### Routing congestion, run 1

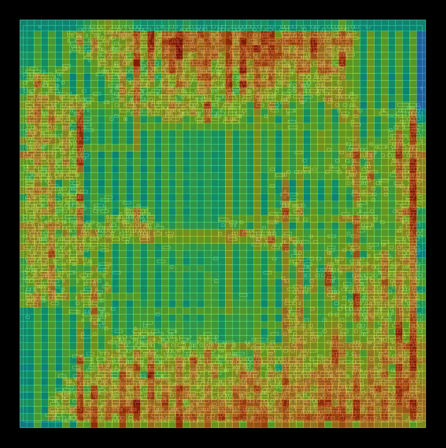
### Selected gate families, run 1

The bar under the picture is 100 um long.
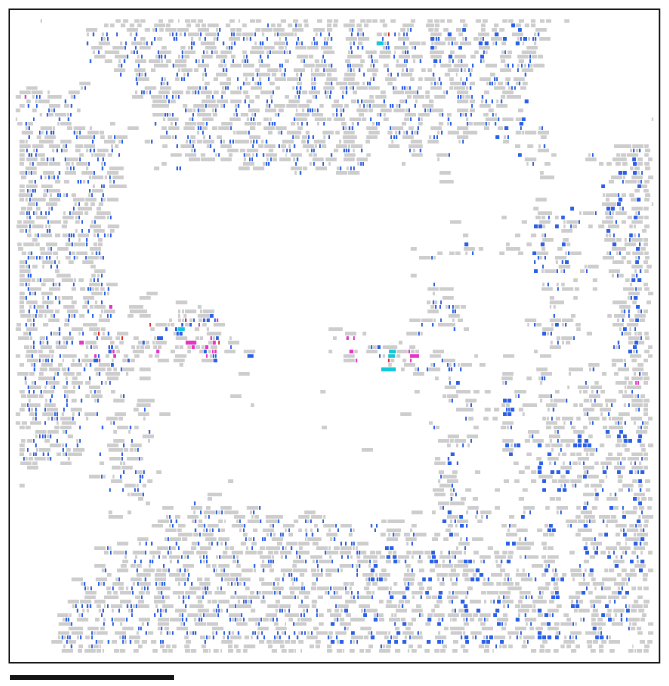
### Close-up of the layout, run 1

The bar under the picture is 10 um long. Region (276, 79) to (316, 119) um. Cells in gray, sequential cells in the stronger gray; small squares are vias.
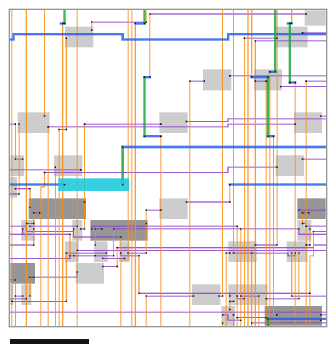
### src/rtl/auth_initiator.sv
// Authentication initiator: builds GET_DIGESTS / GET_CERTIFICATE / CHALLENGE requests,
// drives them to the responder with timeout and retry, then validates the response.
module auth_initiator #(
    parameter int MSG_LEN        = 256,
    parameter int TIMEOUT_CYCLES = 64,
    parameter int MAX_RETRIES    = 2
) (
    input  logic                clk,
    input  logic                reset,
    input  logic                start,
    input  logic [1:0]          req_type,
    input  logic [7:0]          req_param1,
    input  logic [7:0]          req_param2,
    input  logic [MSG_LEN-33:0] req_payload,
    output logic                init_req_out,
    output logic [MSG_LEN-1:0]  auth_msg_init_out,
    input  logic                resp_req_in,
    input  logic [MSG_LEN-1:0]  auth_msg_init_in,
    output logic                Ack_out,
    output logic                busy,
    output logic                done,
    output logic                error,
    output logic [7:0]          status_code,
    output logic [7:0]          resp_param1,
    output logic [7:0]          resp_param2,
    output logic [MSG_LEN-33:0] resp_payload
);

    localparam int PL = MSG_LEN - 32;
    localparam int CW = $clog2(TIMEOUT_CYCLES + 1);
    localparam int RW = (MAX_RETRIES < 1) ? 1 : $clog2(MAX_RETRIES + 1);
    localparam logic [CW-1:0] CNT_LAST  = CW'(TIMEOUT_CYCLES - 1);
    localparam logic [RW-1:0] RETRY_MAX = RW'(MAX_RETRIES);

    typedef enum logic [1:0] {IDLE, WAIT, GAP, CHECK} state_t;

    state_t          state;
    logic [CW-1:0]   tmo_cnt;
    logic [RW-1:0]   retry_cnt;
    logic [7:0]      exp_type;
    logic [MSG_LEN-1:0] resp_msg;

    logic [7:0]      req_msg_type;
    logic [PL-1:0]   req_body;
    logic [7:0]      resp_version;
    logic [7:0]      resp_type;

    always_comb begin
        req_msg_type = 8'h83;
        case (req_type)
            2'd0:    req_msg_type = 8'h81;
            2'd1:    req_msg_type = 8'h82;
            default: req_msg_type = 8'h83;
        endcase
        req_body = (req_type == 2'd0) ? '0 : req_payload;
    end

    assign resp_version = resp_msg[MSG_LEN-1 -: 8];
    assign resp_type    = resp_msg[MSG_LEN-9 -: 8];

    // done, error and Ack_out are single-cycle pulses: cleared every cycle unless re-asserted.
    always_ff @(posedge clk) begin
        if (reset) begin
            state             <= IDLE;
            tmo_cnt           <= '0;
            retry_cnt         <= '0;
            exp_type          <= '0;
            resp_msg          <= '0;
            init_req_out      <= 1'b0;
            auth_msg_init_out <= '0;
            Ack_out           <= 1'b0;
            busy              <= 1'b0;
            done              <= 1'b0;
            error             <= 1'b0;
            status_code       <= '0;
            resp_param1       <= '0;
            resp_param2       <= '0;
            resp_payload      <= '0;
        end else begin
            done    <= 1'b0;
            error   <= 1'b0;
            Ack_out <= 1'b0;
            case (state)
                IDLE: begin
                    if (start) begin
                        if (req_type == 2'd3) begin
                            error       <= 1'b1;
                            status_code <= 8'h05;
                        end else begin
                            auth_msg_init_out <= {8'h01, req_msg_type, req_param1, req_param2, req_body};
                            exp_type          <= {6'b0, req_type} + 8'd1;
                            init_req_out      <= 1'b1;
                            tmo_cnt           <= '0;
                            retry_cnt         <= '0;
                            busy              <= 1'b1;
                            state             <= WAIT;
                        end
                    end
                end
                WAIT: begin
                    if (resp_req_in) begin
                        resp_msg     <= auth_msg_init_in;
                        init_req_out <= 1'b0;
                        Ack_out      <= 1'b1;
                        state        <= CHECK;
                    end else if (tmo_cnt == CNT_LAST) begin
                        init_req_out <= 1'b0;
                        if (retry_cnt < RETRY_MAX) begin
                            retry_cnt <= retry_cnt + 1'b1;
                            state     <= GAP;
                        end else begin
                            error       <= 1'b1;
                            status_code <= 8'h04;
                            busy        <= 1'b0;
                            state       <= IDLE;
                        end
                    end else begin
                        tmo_cnt <= tmo_cnt + 1'b1;
                    end
                end
                GAP: begin
                    init_req_out <= 1'b1;
                    tmo_cnt      <= '0;
                    state        <= WAIT;
                end
                CHECK: begin
                    resp_param1  <= resp_msg[MSG_LEN-17 -: 8];
                    resp_param2  <= resp_msg[MSG_LEN-25 -: 8];
                    resp_payload <= resp_msg[PL-1:0];
                    busy         <= 1'b0;
                    state        <= IDLE;
                    // Version is checked before the ERROR type so a malformed frame is never trusted.
                    if (resp_version != 8'h01) begin
                        error       <= 1'b1;
                        status_code <= 8'h02;
                    end else if (resp_type == 8'h7F) begin
                        error       <= 1'b1;
                        status_code <= 8'h01;
                    end else if (resp_type != exp_type) begin
                        error       <= 1'b1;
                        status_code <= 8'h03;
                    end else begin
                        done        <= 1'b1;
                        status_code <= 8'h00;
                    end
                end
                default: begin
                    busy  <= 1'b0;
                    state <= IDLE;
                end
            endcase
        end
    end

endmodule
### config.mk
export PLATFORM = sky130hd
export DESIGN_NAME = auth_initiator
export DESIGN_NICKNAME = d
export VERILOG_FILES = /design/src/rtl/auth_initiator.sv
export SDC_FILE = /design/constraint.sdc
export NUM_CORES = 1
export LEC_CHECK = 0
export CORE_AREA = 3 3 392 394
export DETAILED_ROUTE_END_ITERATION = 16
export DIE_AREA = 0 0 395 397
export PLACE_DENSITY = 0.49
export SLEW_MARGIN = 20
export SYNTH_ARGS = -nofsm -noshare
export SYNTH_HDL_FRONTEND = slang
export SYNTH_SLANG_ARGS = --single-unit
### constraint.sdc
create_clock -name clk -period 2.2 [get_ports clk]
set_input_delay 0.66 -clock clk [delete_from_list [all_inputs] [get_ports clk]]
set_output_delay 0.66 -clock clk [all_outputs]
set_load 0.02 [all_outputs]
==> reports/metrics.csv, run 1 <==
metric,value,unit
Hold WC Path Type,input pin to flip-flop,
Gate power share,0.113,
Root Buffer,clkbuf_16,
Switch Pwr,8740,uW
WS Path Type,flip-flop to output pin,
RSZ-0062 raised after global routing,no,
grt total ovfl,0,
register area,0.0152,mm2
wire length of the first global-routing pass,191,mm
Post-synth top flop,dfxtp_1,
mi-comb count,2333,
Final GP Congestion,0.895,
Max Root-Sink Buffers,3,
P_leak,0.0165,uW
Sequential Power Share,0.423,
kind of end point of the critical path,output pin,
Synth Area in Simple Gates,0.247,
cycle use final,0.969,
Clk. pwr,15900,uW
Vias/cell,4.15,
Logic inverters,7,
critical path depth in cells,1,
Critical path origin,auth_msg_init_out[222],
post-layout util,0.287,
global-route met2 utilization,0.284,
Post-synth EDFFs,0,
register area share after synthesis,0.559,
dominant kind of combinational cell,simple AND/OR/NAND/NOR gates,
Worst Hold Path Cells,2,
# IOs,1011,
Late-Pin Clk Latency,0.68,ns
R2R setup slack,0.25,ns
fp util,0.182,
yosys adder share,0.00229,
design area,0.0431,mm2
"Reg clk slew, reported paths",0.06,ns
hold_sp,reset,
clk_buf instances,132,
Final Hold Fails,0,
Final setup viols,0,
Pwr Density,795,mW/mm2
uppermost routed layer,met5,
pre-CTS setup slack,-0.601,ns
fraction of area in multi-input gates,0.251,
P&R area growth vs syn,58.1,%
Synth Area per Inst,8.07,um2
Hold Worst Slack,0.392,ns
Synth top cells by count,"1,259 x nand2_1, 761 x dfxtp_1, 745 x a21oi_1, 226 x nand3b_1, 181 x clkbuf_1",
cts hold-fix bufs,0,
MUX share of area,0,
Detailed Routing Iterations Pass 1,5,
top cell family by delay on the critical path,flip-flops,
met3 usage,0.0575,
CP arrival,1.47,ns
clock power share,0.463,
final worst setup slack,0.0691,ns
aoi share,0.143,
CP Data Required Time,1.54,ns
Net Sw Frac,0.255,
Top cells by area,"dfxtp_1 56%, nand2_1 17%, a21oi_1 14%",
Netlist cell types,42,
number of global-route vias before repair,25500,
Non-clock buffer share,0.262,
Yosys top cell by instances,nand2_1,
clock skew,0.0166,ns
CP bufs+invs,1,
most common logic cells in the final layout,"1,257 x nand2_1, 755 x dfxtp_1, 745 x a21oi_1, 500 x clkdlybuf4s50_1, 411 x dlygate4sd2_1",
Max power group,clock,
CTS tree,built,
clock sink count,761,
clock-cell share of area,0.0723,
Die Ht,397,um
width of the die,395,um
Seq. pwr,14500,uW
Leading cell kind,sequential cells,
core footprint,0.150,mm2
proportion of layout cells with a drive suffix above 1,0.0839,
CP Launch Type,flip-flop,
Placed Instances,6262,
wire per inst,21.1,um
crit path max fanout,2,
max incr delay on CP,0.47,ns
Tool Warnings,35,
Site Rows,142,
registers,761,
comb pwr,3890,uW
Tapcells,2016,
Worst slew margin,0.453,
CP Cell Sequence,clkdlybuf4s15_2,
DR iter-0 viols,1507,
Worst R2R Start,tmo_cnt[0],
Antenna diodes,24,
H-tree lvl count,3,
Post CTS Setup Buffer Count,0,
Reg with most FFs,resp_msg,
GRT Total Usage,0.166,
Max-cap violations,0,
YS chip area,0.0273,mm2
met3 wire length,10.4,mm
CP endpoint,auth_msg_init_out[222],
number of flip-flops under the largest register name,256,
Resize count post-CTS,592,
Remaining DRCs,0,
Synth area leader,dfxtp_1,
vias,26800,
Synth Cell Area,0.0273,mm2
internal power,25600,uW
largest net degree at the start of global routing,118,
Comb area,0.0108,mm2
status,"complete, no violations",
full die area,0.157,mm2
Async SR Flop Fraction,0,
total wire length,136,mm
Final TNS setup,0,ns
-- 'Routing congestion' (at the start) --
met1 Use GR: 0.196
GRT Max-Usage Layer: met2

-- 'Selected gate families' (at the start) --
Red is inv cells, cells 7, most used inv_1. Magenta is nor cells, cells 27, most used nor2_1. Cyan is fa/ha/maj cells, cells 5, most used ha_1, where center. Blue is nand cells, cells 1,502, most used nand2_1, where all over the die.

-- 'Close-up of the layout' (at the start) --
Blue is metal 3. Purple is metal 1. Cyan is metal 5. Green is metal 4. Orange is metal 2.
Most frequent: clkdlybuf4s50_1 (11), a21oi_1 (4), nand2_1 (4). Netlist names of flops here include auth_msg_init_out (3). 29 logic cells have their middle in the window. Sequential cells in the window: 3.

### The metal 3 layer, run 1

The bar under the picture is 100 um long. Cells faint in the background.
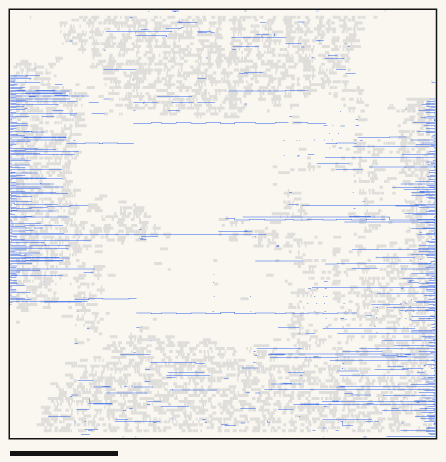

--- run 2 (diff from run 1) ---
--- a/config.mk
+++ b/config.mk
@@ -5,10 +5,10 @@
 export SDC_FILE = /design/constraint.sdc
 export NUM_CORES = 1
 export LEC_CHECK = 0
-export CORE_AREA = 3 3 392 394
+export CORE_AREA = 3 3 391 393
 export DETAILED_ROUTE_END_ITERATION = 16
-export DIE_AREA = 0 0 395 397
-export PLACE_DENSITY = 0.49
+export DIE_AREA = 0 0 394 396
+export PLACE_DENSITY = 0.5
 export SLEW_MARGIN = 20
 export SYNTH_ARGS = -nofsm -noshare
 export SYNTH_HDL_FRONTEND = slang
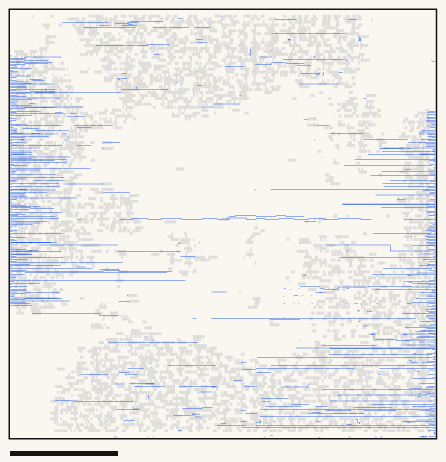
*The metal 3 layer, run 2*
The bar under the picture is 100 um long. Cells faint in the background.
The layer carries 11,600 um of wire. The wires run mostly horizontal. 514 nets have wire on it.
met3 usage: 0.0626
total wire length: 132 mm
vias: 26,700

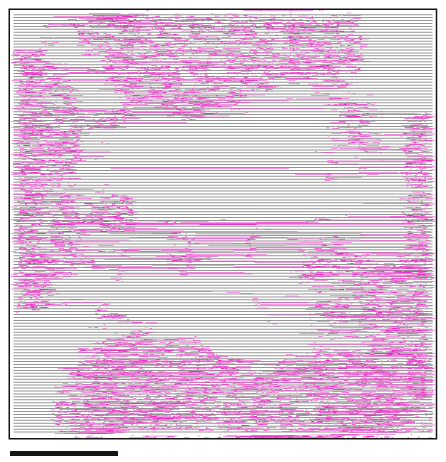
*Met1 routing, run 2*
The bar under the picture is 100 um long. Supply wires on this layer in gray.
The layer carries 52.2 mm of wire. 4,515 nets have wire on it. The layer holds 40% of the routed length. The wires run mostly horizontal.

==> run 2 against run 1 <==
Largest cell class unchanged. Die area is 0.50% lower. Critical path type unchanged. Critical path depth unchanged. Clock power rose by 3%. Sequential share of layout area fell by 0.20 points. Largest power group unchanged. Clock-buffer cell count grew 1.
==> reports/metrics.csv, run 2 <==
metric,value,unit,change
status,"complete, no violations",,unchanged
Pwr Density,801,mW/mm2,was 795 mW/mm2
CP bufs+invs,1,,unchanged
GRT Total Usage,0.162,,was 0.166
Post-synth top flop,dfxtp_1,,unchanged
Slew Limit Fails,0,,unchanged
Max power group,clock,,unchanged
clock power share,0.472,,was 0.463
Non-clock buffer share,0.263,,was 0.262
Syn Inst Count,3378,,unchanged
Port Buffers,993,,unchanged
yosys adder share,0.00229,,unchanged
CP arrival,1.47,ns,about the same
Remaining DRCs,0,,unchanged
global-route met2 utilization,0.278,,was 0.284
Leading cell kind,sequential cells,,unchanged
Max-cap violations,0,,unchanged
clock sink count,761,,unchanged
hold_sp,reset,,unchanged
Clk. pwr,16400,uW,"was 15,900 uW"
wire per inst,20.4,um,was 21.1 um
CP Launch Type,flip-flop,,unchanged
GRT Max-Usage Layer,met2,,unchanged
top cell family by delay on the critical path,buffers and inverters,,was flip-flops
H-tree lvl count,3,,unchanged
internal power,25800,uW,"was 25,600 uW"
Yosys top cell area share,0.559,,unchanged
final worst setup slack,0.0742,ns,was 0.0691 ns
RSZ-0062 raised after global routing,no,,unchanged
crit path max fanout,2,,unchanged
Detailed Routing Iterations Pass 1,5,,unchanged
Worst R2R Start,tmo_cnt[0],,unchanged
Synth area leader,dfxtp_1,,unchanged
Gate power share,0.111,,was 0.113
Final Hold Fails,0,,unchanged
largest net degree at the start of global routing,105,,was 118
Max Root-Sink Buffers,3,,unchanged
clock skew,0.0327,ns,was 0.0166 ns
biggest regs,"resp_msg x256, auth_msg_init_out x243, resp_payload x224",,unchanged
uppermost routed layer,met5,,unchanged
Async SR Flop Fraction,0,,unchanged
Post-synth EDFFs,0,,unchanged
full die area,0.156,mm2,was 0.157 mm2
MUX share of area,0,,unchanged
max incr delay on CP,0.43,ns,was 0.47 ns
area fraction in xor and xnor cells,0.00128,,unchanged
Critical R2R Capture,busy,,was status_code[0]
Root Buffer,clkbuf_16,,unchanged
aoi share,0.143,,unchanged
CP Cell Sequence,dlygate4sd2_1,,was clkdlybuf4s15_2
post-layout util,0.289,,was 0.287
YS chip area,0.0273,mm2,unchanged
cycle use final,0.966,,was 0.969
Net Sw Frac,0.258,,was 0.255
clk_buf instances,133,,was 132
P_leak,0.0166,uW,was 0.0165 uW
Comb area,0.0108,mm2,about the same
width of the die,394,um,was 395 um
clock-cell share of area,0.0761,,was 0.0723
mi-comb count,2333,,unchanged
Synth top cells by count,"1,259 x nand2_1, 761 x dfxtp_1, 745 x a21oi_1, 226 x nand3b_1, 181 x clkbuf_1",,unchanged
register area share after synthesis,0.559,,unchanged
Tool Warnings,32,,was 35
DPL Wire Length,101,mm,was 104 mm
Yosys reg bits,761,,unchanged
Logic inverters,7,,unchanged
number of flip-flops under the largest register name,256,,unchanged
Hold Worst Slack,0.337,ns,was 0.392 ns
core footprint,0.150,mm2,about the same
Netlist cell types,42,,unchanged
most common logic cells in the final layout,"1,257 x nand2_1, 755 x dfxtp_1, 745 x a21oi_1, 500 x clkdlybuf4s50_1, 402 x dlygate4sd2_1",,"was 1,257 x nand2_1, 755 x dfxtp_1, 745 x a21oi_1, 500 x clkdlybuf4s50_1, 411 x dlygate4sd2_1"
register area,0.0152,mm2,unchanged
Tapcells,2016,,unchanged
Final GP Congestion,0.898,,was 0.895
CP endpoint,auth_msg_init_out[117],,was auth_msg_init_out[222]
Seq. pwr,14500,uW,about the same
Switch Pwr,8970,uW,was 8740 uW
Signal buffers,1155,,"was 1,145"
CTS tree,built,,unchanged
Worst Hold Path Cells,2,,unchanged
VDD IR max,0.000636,V,was 0.000609 V
R2R setup slack,0.31,ns,was 0.25 ns
comb pwr,3840,uW,was 3890 uW
Nets,4860,,"was 4,847"
Yosys top cell by instances,nand2_1,,unchanged
grt total ovfl,0,,unchanged
DR iter-0 viols,1400,,"was 1,507"
registers,761,,unchanged
Post CTS Setup Buffer Count,0,,unchanged
Reg with most FFs,resp_msg,,unchanged
cts hold-fix bufs,0,,unchanged
Die Ht,396,um,was 397 um
Critical path origin,auth_msg_init_out[117],,was auth_msg_init_out[222]
dominant kind of combinational cell,simple AND/OR/NAND/NOR gates,,unchanged
kind of end point of the critical path,output pin,,unchanged
Resize count post-CTS,639,,was 592
critical path depth in cells,1,,unchanged
fp util,0.182,,about the same
Vias/cell,4.13,,was 4.15
Synth Area in Simple Gates,0.247,,unchanged
# IOs,1011,,unchanged
Synth Area per Inst,8.07,um2,unchanged
Placed Instances,6272,,"was 6,262"
Hold WC Path Type,input pin to flip-flop,,unchanged
Site Rows,142,,unchanged
met3 wire length,11.6,mm,was 10.4 mm
WS Path Type,flip-flop to output pin,,unchanged
"Reg clk slew, reported paths",0.06,ns,about the same
Late-Pin Clk Latency,0.71,ns,was 0.68 ns
Final setup viols,0,,unchanged
met1 Use GR,0.185,,was 0.196
pre-CTS setup slack,-0.622,ns,was -0.601 ns
wire length of the first global-routing pass,187,mm,was 191 mm
proportion of layout cells with a drive suffix above 1,0.0898,,was 0.0839
P&R area growth vs syn,59.0,%,was 58.1%
CP Data Required Time,1.54,ns,about the same
Sequential Power Share,0.418,,was 0.423
design area,0.0434,mm2,was 0.0431 mm2
number of global-route vias before repair,25900,,"was 25,500"
Antenna diodes,17,,was 24
Top cells by area,"dfxtp_1 56%, nand2_1 17%, a21oi_1 14%",,unchanged
Final TNS setup,0,ns,unchanged
Synth Cell Area,0.0273,mm2,unchanged
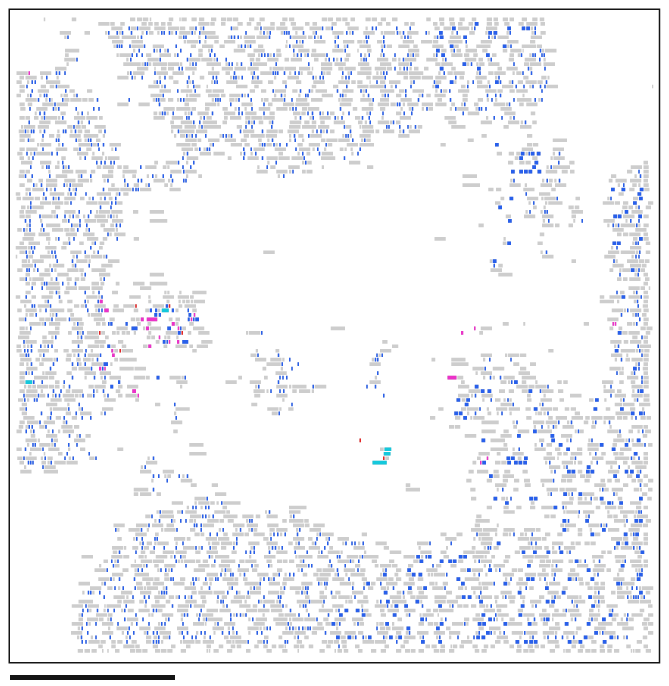
*Selected gate families, run 2*
The bar under the picture is 100 um long.
top logic cell by instance count in the layout: nand2_1
fraction of area in multi-input gates: 0.250
fin cells: 6,467

### Routing congestion, run 2

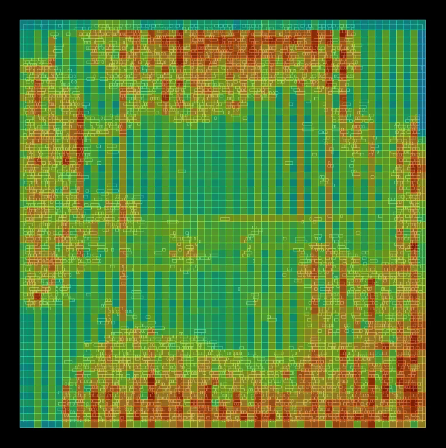

--- run 3 (diff from run 2) ---
--- a/config.mk
+++ b/config.mk
@@ -5,9 +5,10 @@
 export SDC_FILE = /design/constraint.sdc
 export NUM_CORES = 1
 export LEC_CHECK = 0
-export CORE_AREA = 3 3 391 393
+export CAP_MARGIN = 0
+export CORE_AREA = 2 2 390 392
 export DETAILED_ROUTE_END_ITERATION = 16
-export DIE_AREA = 0 0 394 396
+export DIE_AREA = 0 0 392 394
 export PLACE_DENSITY = 0.5
 export SLEW_MARGIN = 20
 export SYNTH_ARGS = -nofsm -noshare
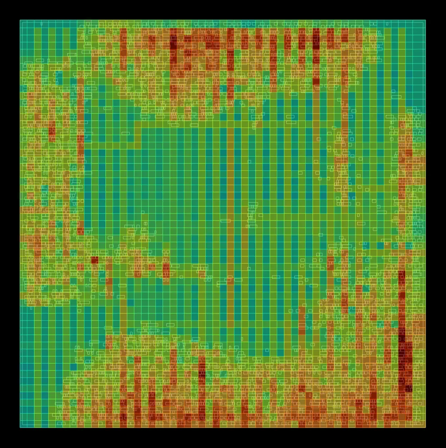
*Routing congestion, run 3*
met3 usage: 0.0490
post-layout util: 0.284
wire per inst: 19.8 um

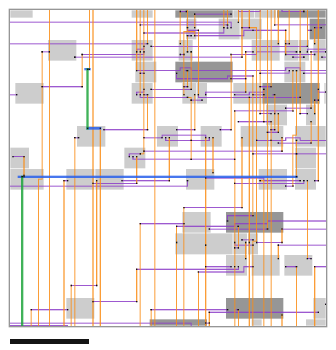
*Close-up of the layout, run 3*
The bar under the picture is 10 um long. Region (274, 78) to (314, 118) um. Cells in gray, sequential cells in the stronger gray; small squares are vias.
Blue is metal 3. Orange is metal 2. Green is metal 4. Purple is metal 1.
Sequential cells in the window: 4. 44 logic cells have their middle in the window. Netlist names of flops here include auth_msg_init_out (4). Most frequent: clkdlybuf4s50_1 (13), nand3b_1 (10), a21oi_1 (6).

==> run 3 against run 2 <==
Via count shrank 0.47%. Synthesized cell count is the same. Clock power is 7% lower. Combinational power down 1%. Wire length shrank 3.1%. Register-to-register slack better by 0.04 ns. Synthesized area did not move. Cell area is 1.3% lower. Highest routed layer unchanged. Global-route usage decreased by 0.45 points. Critical path depth unchanged. First-iteration DRC count up 9.4%. Sequential power barely moved.
==> reports/metrics.csv, run 3 <==
metric,value,unit,change
top cell family by delay on the critical path,buffers and inverters,,unchanged
min cycle time layout,2.12,ns,was 2.13 ns
H-tree lvl count,3,,unchanged
pre-CTS setup slack,-0.518,ns,was -0.622 ns
Antenna diodes,28,,was 17
Leading cell kind,sequential cells,,unchanged
Clk. pwr,15200,uW,"was 16,400 uW"
CP Data Required Time,1.54,ns,about the same
Vias/cell,4.11,,was 4.13
Detail Route Antenna Nets,0,,unchanged
FILL cells,16400,,"was 16,300"
metal2 WL,61.4,mm,was 64.5 mm
final worst setup slack,0.0758,ns,was 0.0742 ns
biggest regs,"resp_msg x256, auth_msg_init_out x243, resp_payload x224",,unchanged
comb pwr,3790,uW,was 3840 uW
register area share after synthesis,0.559,,unchanged
Syn Inst Count,3378,,unchanged
Async SR Flop Fraction,0,,unchanged
"Reg clk slew, reported paths",0.06,ns,about the same
R2R setup slack,0.35,ns,was 0.31 ns
clock sink count,761,,unchanged
Max Root-Sink Buffers,3,,unchanged
crit path max-delay cell type,clkdlybuf4s15_1,,was dlygate4sd2_1
P&R area growth vs syn,57.0,%,was 59.0%
proportion of layout cells with a drive suffix above 1,0.0770,,was 0.0898
most common logic cells in the final layout,"1,257 x nand2_1, 756 x dfxtp_1, 745 x a21oi_1, 500 x clkdlybuf4s50_1, 420 x dlygate4sd2_1",,"was 1,257 x nand2_1, 755 x dfxtp_1, 745 x a21oi_1, 500 x clkdlybuf4s50_1, 402 x dlygate4sd2_1"
Final setup viols,0,,unchanged
Synth Cell Area,0.0273,mm2,unchanged
Root Buffer,clkbuf_16,,unchanged
fp util,0.181,,was 0.182
Detailed Routing Iterations Pass 1,5,,unchanged
number of flip-flops under the largest register name,256,,unchanged
clk_buf instances,142,,was 133
WS Path Type,flip-flop to output pin,,unchanged
aoi share,0.143,,unchanged
Top cells by area,"dfxtp_1 56%, nand2_1 17%, a21oi_1 14%",,unchanged
clock-cell share of area,0.0701,,was 0.0761
kind of end point of the critical path,output pin,,unchanged
Yosys reg bits,761,,unchanged
Nets,4836,,"was 4,860"
CP Launch Type,flip-flop,,unchanged
GRT Max-Usage Layer,met2,,unchanged
yosys adder share,0.00229,,unchanged
Port Buffers,993,,unchanged
CTS tree,built,,unchanged
width of the die,392,um,was 394 um
wire length of the first global-routing pass,180,mm,was 187 mm
total power draw,33500,uW,"was 34,700 uW"
Post CTS Setup Buffer Count,0,,unchanged
clock power share,0.453,,was 0.472
fin cells,6461,,"was 6,467"
Signal buffers,1131,,"was 1,155"
M1 WL,52.0,mm,was 52.2 mm
Synth top cells by count,"1,259 x nand2_1, 761 x dfxtp_1, 745 x a21oi_1, 226 x nand3b_1, 181 x clkbuf_1",,unchanged
hold_sp,reset,,unchanged
largest net degree at the start of global routing,73,,was 105
Worst Hold Path Cells,2,,unchanged
P_leak,0.0164,uW,was 0.0166 uW
Sequential Power Share,0.434,,was 0.418
core footprint,0.151,mm2,was 0.150 mm2
DR iter-0 viols,1532,,"was 1,400"
full die area,0.154,mm2,was 0.156 mm2
number of global-route vias before repair,25500,,"was 25,900"
Hold WC Path Type,input pin to flip-flop,,unchanged
RSZ-0062 raised after global routing,no,,unchanged
dominant kind of combinational cell,simple AND/OR/NAND/NOR gates,,unchanged
Yosys top cell area share,0.559,,unchanged
Hold EP,auth_msg_init_out[159],,was resp_payload[42]
max incr delay on CP,0.45,ns,was 0.43 ns
Tool Warnings,29,,was 32
Slew Limit Fails,0,,unchanged
register area,0.0152,mm2,about the same
Yosys top cell by instances,nand2_1,,unchanged
crit path max fanout,2,,unchanged
Reg with most FFs,resp_msg,,unchanged
met1 Use GR,0.186,,was 0.185
Post-synth EDFFs,0,,unchanged
# IOs,1011,,unchanged
Max-cap violations,0,,unchanged
CP bufs+invs,1,,unchanged
Synth Area in Simple Gates,0.247,,unchanged
Hold Worst Slack,0.393,ns,was 0.337 ns
Die Ht,394,um,was 396 um
sequential share of cell area,0.356,,was 0.352
Non-clock buffer share,0.259,,was 0.263
Site Rows,143,,was 142
global-route met2 utilization,0.263,,was 0.278
Netlist cell types,42,,unchanged
YS chip area,0.0273,mm2,unchanged
MUX share of area,0,,unchanged
Logic inverters,7,,unchanged
status,"complete, no violations",,unchanged
Post-synth top flop,dfxtp_1,,unchanged
DPL Wire Length,96.9,mm,was 101 mm
Critical R2R Capture,resp_payload[101],,was busy
internal power,24800,uW,"was 25,800 uW"
Synth Area per Inst,8.07,um2,unchanged
top logic cell by instance count in the layout,nand2_1,,unchanged
registers,761,,unchanged
Max power group,clock,,unchanged
Switch Pwr,8700,uW,was 8970 uW
GRT Total Usage,0.158,,was 0.162
cycle use final,0.966,,about the same
mi-comb count,2333,,unchanged
Worst R2R Start,state[1],,was tmo_cnt[0]
Net Sw Frac,0.260,,was 0.258
Critical path origin,resp_payload[138],,was auth_msg_init_out[117]
fraction of area in multi-input gates,0.253,,was 0.250
met3 wire length,9.87,mm,was 11.6 mm
Seq. pwr,14500,uW,about the same
area fraction in xor and xnor cells,0.00128,,unchanged
CP Cell Sequence,clkdlybuf4s15_1,,was dlygate4sd2_1
total CTS buffers,95,,unchanged
Placed Area,0.0403,mm2,was 0.0405 mm2
Late-Pin Clk Latency,0.68,ns,was 0.71 ns
Gate power share,0.113,,was 0.111
Placed Instances,6262,,"was 6,272"
Final Hold Fails,0,,unchanged
uppermost routed layer,met5,,unchanged
Tapcells,2030,,"was 2,016"
CP endpoint,resp_payload[138],,was auth_msg_init_out[117]
Final GP Congestion,0.852,,was 0.898
CP arrival,1.46,ns,was 1.47 ns
cts hold-fix bufs,0,,unchanged
Final TNS setup,0,ns,unchanged
Remaining DRCs,0,,unchanged
clock skew,0.0270,ns,was 0.0327 ns
top achievable clock speed,471,MHz,was 470 MHz
Pwr Density,782,mW/mm2,was 801 mW/mm2
Comb area,0.0108,mm2,unchanged
grt total ovfl,0,,unchanged
design area,0.0428,mm2,was 0.0434 mm2
VDD IR max,0.000483,V,was 0.000636 V
Synth area leader,dfxtp_1,,unchanged
critical path depth in cells,1,,unchanged
Resize count post-CTS,593,,was 639
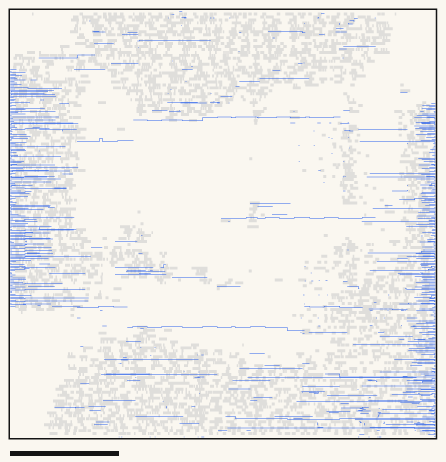
*The metal 3 layer, run 3*
The bar under the picture is 100 um long. Cells faint in the background.
The wires run mostly horizontal. 519 nets have wire on it. The longest straight run is 172 um.
total wire length: 128 mm
vias: 26,600

Power is estimated from default activity; no workload was simulated.
